==> config.mk <==
export PLATFORM = sky130hd
export DESIGN_NAME = fetch_buffer
export DESIGN_NICKNAME = d
export VERILOG_FILES = /design/src/rtl/fetch_buffer_pkg.sv /design/src/rtl/fetch_compact.sv /design/src/rtl/fetch_buffer.sv
export SDC_FILE = /design/constraint.sdc
export NUM_CORES = 2
export LEC_CHECK = 0
export CORE_ASPECT_RATIO = 0.6
export CORE_MARGIN = 5
export CORE_UTILIZATION = 30
export DETAILED_ROUTE_END_ITERATION = 12
export PLACE_DENSITY = 0.53
export SLEW_MARGIN = 15
export SYNTH_ARGS = -nofsm -noshare
export SYNTH_HDL_FRONTEND = slang
export SYNTH_SLANG_ARGS = --single-unit
==> constraint.sdc <==
create_clock -name clock_i -period 3 [get_ports clock_i]
set_clock_uncertainty 0.15 [all_clocks]
set_input_delay 0.6 -clock clock_i [delete_from_list [all_inputs] [get_ports clock_i]]
set_output_delay 0.6 -clock clock_i [all_outputs]
set_load 0.03 [all_outputs]
==> src/rtl/fetch_buffer_pkg.sv <==
// rtl/fetch_buffer_pkg.sv - shared fetch-buffer sizing and entry field slices
`ifndef FETCH_BUFFER_PKG_SV
`define FETCH_BUFFER_PKG_SV

// An entry is {inst, pc}, each w bits wide
`define FB_INST(e, w) e[2*(w)-1 -: (w)]
`define FB_PC(e, w)   e[(w)-1:0]

package fetch_buffer_pkg;

    localparam int FB_LANES = 2;
    localparam int FB_DEPTH = 8;
    localparam int FB_XLEN  = 32;

endpackage

`endif

==> src/rtl/fetch_compact.sv <==
// rtl/fetch_compact.sv - lane mask to compacted write offsets and popcount
module fetch_compact
    import fetch_buffer_pkg::*;
#(
    parameter int LANES = FB_LANES,
    parameter int NW    = $clog2(LANES + 1)
) (
    input  logic [LANES-1:0]    mask_i,
    output logic [LANES*NW-1:0] offs_o,
    output logic [NW-1:0]       pop_o
);

    logic [NW-1:0] run;

    // Lane j sits at mask bit LANES-1-j; its offset is the count of valid older lanes
    always_comb begin
        run    = '0;
        offs_o = '0;
        for (int j = 0; j < LANES; j++) begin
            offs_o[j*NW +: NW] = run;
            run = run + NW'(mask_i[LANES-1-j]);
        end
        pop_o = run;
    end

endmodule

==> src/rtl/fetch_buffer.sv <==
// rtl/fetch_buffer.sv - compacting circular instruction buffer between fetch and decode
module fetch_buffer
    import fetch_buffer_pkg::*;
#(
    parameter int LANES = FB_LANES,
    parameter int DEPTH = FB_DEPTH,
    parameter int XLEN  = FB_XLEN,
    parameter int CNT_W = $clog2(DEPTH + 1)
) (
    input  logic                          clock_i,
    input  logic                          reset_n_i,
    input  logic                          flush_i,
    input  logic                          in_valid_i,
    output logic                          in_ready_o,
    input  logic [LANES*XLEN-1:0]         in_data_i,
    input  logic [LANES-1:0]              in_mask_i,
    input  logic [XLEN-1:0]               in_pc_i,
    output logic [LANES-1:0]              out_valid_o,
    output logic [LANES*XLEN-1:0]         out_inst_o,
    output logic [LANES*XLEN-1:0]         out_pc_o,
    input  logic [$clog2(LANES+1)-1:0]    deq_cnt_i,
    output logic [CNT_W-1:0]              count_o
);

    localparam int PTR_W = $clog2(DEPTH);
    localparam int NW    = $clog2(LANES + 1);
    localparam int EW    = 2 * XLEN;

    logic [EW-1:0]       entries_q [DEPTH];
    logic [EW-1:0]       entries_d [DEPTH];
    logic [PTR_W-1:0]    head_q, head_d;
    logic [PTR_W-1:0]    tail_q, tail_d;
    logic [CNT_W-1:0]    count_q, count_d;

    logic [LANES*NW-1:0] lane_off;
    logic [NW-1:0]       enq_n;
    logic                enq;
    logic [CNT_W-1:0]    deq_req, deq_eff, enq_eff;
    logic [PTR_W-1:0]    wr_idx, rd_idx;

    fetch_compact #(
        .LANES (LANES),
        .NW    (NW)
    ) u_compact (
        .mask_i (in_mask_i),
        .offs_o (lane_off),
        .pop_o  (enq_n)
    );

    assign in_ready_o = (count_q <= CNT_W'(DEPTH - LANES));
    assign count_o    = count_q;

    always_comb begin
        enq       = in_valid_i & in_ready_o & ~flush_i;
        deq_req   = CNT_W'(deq_cnt_i);
        deq_eff   = (deq_req < count_q) ? deq_req : count_q;
        enq_eff   = enq ? CNT_W'(enq_n) : '0;
        entries_d = entries_q;
        wr_idx    = '0;
        for (int j = 0; j < LANES; j++) begin
            wr_idx = tail_q + PTR_W'(lane_off[j*NW +: NW]);
            if (enq && in_mask_i[LANES-1-j]) begin
                entries_d[wr_idx] = {in_data_i[(LANES-1-j)*XLEN +: XLEN],
                                     in_pc_i + XLEN'(4 * j)};
            end
        end
        // DEPTH is a power of two, so truncating the add wraps the pointers
        head_d  = head_q + PTR_W'(deq_eff);
        tail_d  = tail_q + PTR_W'(enq_eff);
        count_d = count_q + enq_eff - deq_eff;
        if (flush_i) begin
            head_d  = '0;
            tail_d  = '0;
            count_d = '0;
        end
    end

    // Invalid slots read as zero so they never carry stale or X data
    always_comb begin
        out_valid_o = '0;
        out_inst_o  = '0;
        out_pc_o    = '0;
        rd_idx      = '0;
        for (int k = 0; k < LANES; k++) begin
            rd_idx         = head_q + PTR_W'(k);
            out_valid_o[k] = (count_q > CNT_W'(k));
            if (out_valid_o[k]) begin
                out_inst_o[(LANES-1-k)*XLEN +: XLEN] = `FB_INST(entries_q[rd_idx], XLEN);
                out_pc_o[(LANES-1-k)*XLEN +: XLEN]   = `FB_PC(entries_q[rd_idx], XLEN);
            end
        end
    end

    always_ff @(posedge clock_i or negedge reset_n_i) begin
        if (!reset_n_i) begin
            head_q  <= '0;
            tail_q  <= '0;
            count_q <= '0;
        end else begin
            head_q  <= head_d;
            tail_q  <= tail_d;
            count_q <= count_d;
        end
    end

    always_ff @(posedge clock_i or negedge reset_n_i) begin
        if (!reset_n_i) begin
            for (int i = 0; i < DEPTH; i++) begin
                entries_q[i] <= '0;
            end
        end else begin
            entries_q <= entries_d;
        end
    end

endmodule

pdn.png
Pins as bars on the die edge. Tap cells in grey.
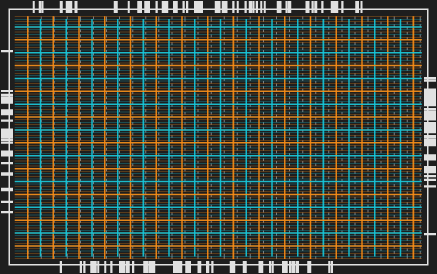
colour	net
cyan	VDD
orange	VSS
tap cells	1488
rows	94
met1 rails	95
met5 straps	18

cell_classes.png
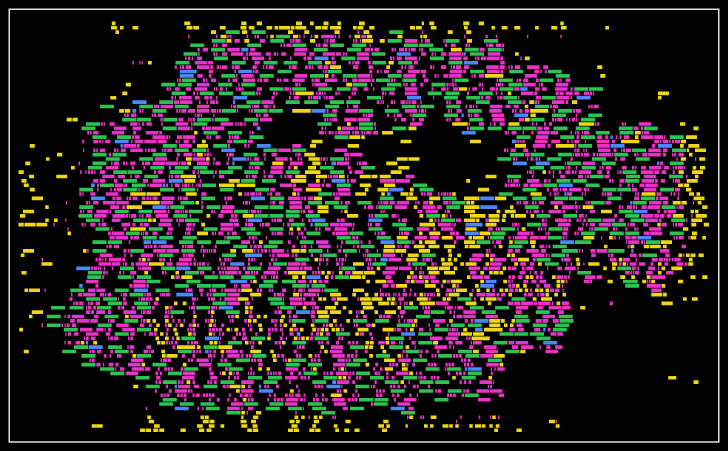
colour	class	cells	share of their area
yellow	other buffers and delay cells	717	20%
magenta	all other logic	2443	46%
blue	clock drivers and dummy loads	100	4.2%
green	flip-flops	522	30%

==> flow_summary_export.csv <==
group,metric,value,unit
clock_network,cts_max_level,2,
drt,met1Wirelength,62600,um
yosys,yosys-stat-cells,3322,
floorplan,boundaryPins,239,
floorplan,floorplan.die.height,268,um
timing,fin_crit,3610,ps
cells_and_area,final-comb-area,19700,um^2
drt,detailedRoute.firstPassIterationCount,5,
cells_and_area,final_util,41.0,%
outcome,violations,"setup timing",
yosys,synthTopLogicFamily,"multiplexers",
cells_and_area,buf_share,18.8,%
grt,grtUsageMet2,32.8,%
drt,wl_met3,15900,um
timing,timing_max_transition_violations_final,0,
cells_and_area,seqCellArea,13100,um^2
pwr,clock_network_fraction_of_total_power,15.6,%
floorplan,core.rowCount,94,
critical_path,critical-path-slowest-cell,"sky130_fd_sc_hd__dfrtp_4",
outcome,run_status,"finished with violations",
drt,detail_route.drc_violations,0,
cells_and_area,inverters_excl_clock,37,
place,dpl_worst_slack,-547,ps
yosys,synthAdderAreaFrac,0.819,%
yosys,edf_count,0,
yosys,synthesis.yosys.warnings,0,
clock_network,cts_made_buffers,55,
cells_and_area,layout-drive-gt1-share,32.6,%
floorplan,die_x,440,um
clock_network,worstSkewPairLatency,650,ps
clock_network,cts_setup_buffers,54,
critical_path,r2r_end,"entries_q[390]$_DFF_PN0_",
cells_and_area,num-fill-cells,10500,
timing,setup_slack,-609,ps
timing,final_hold_violations,0,
cells_and_area,final.signal_buffer_count,717,
pwr,seq_power,10300,uW
critical_path,worst_setup_path_endpoint,"out_inst_o[28]",
cells_and_area,mostFrequentLayoutCell,"sky130_fd_sc_hd__dfrtp_1",
run,log.warning_count,38,
critical_path,cp_cell_sequence,"ha_4 > buf_12 > buf_16 > clkbuf_16 > mux4_2 > nand2_2 > a21oi_4 > buf_12",
cells_and_area,comb-cell-share,43.7,%
pwr,worst_ir_drop_vdd,719,uV
grt,grt_start_max_net_pins,111,
cells_and_area,sh_seq_area,29.0,%
drt,route.antenna.remaining_nets,0,
critical_path,crit_path_frequent_cell,"sky130_fd_sc_hd__buf_12",
yosys,yosys.stat.chipArea,33300,um^2
timing,max_slew.worst_pin.slew,641,ps
clock_network,cts_tree,"built",
timing,finalSetupViolCount,128,
grt,busiest_layer_in_global_routing,"met1",
pwr,leakagePower,0.0176,uW
critical_path,worst_r2r_startpoint,"count_o[2]$_DFF_PN0_",
grt,grt_pass1_wl,205000,um
clock_map.png
The bar under the picture is 100 um long.
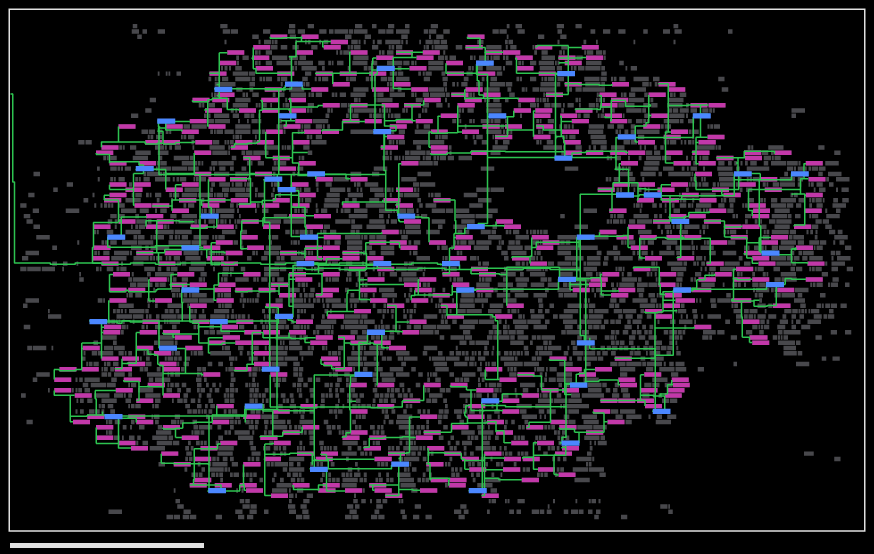
[green] clock wires | length: 8650 um
[magenta] flip-flops | count: 522
[blue] cells driving clock nets | count: 55
routed clock nets	56

metal_stack.png
The bar under the picture is 100 um long.
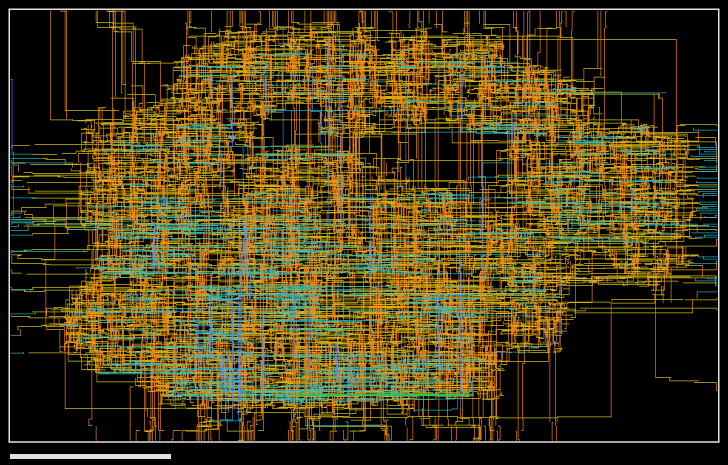
colour	layer	wire length
yellow	met1	62.6 mm
blue	met4	3330 um
cyan	met3	15900 um
green	met5	109 um
orange	met2	58.0 mm

Power and IR drop assume default switching activity.
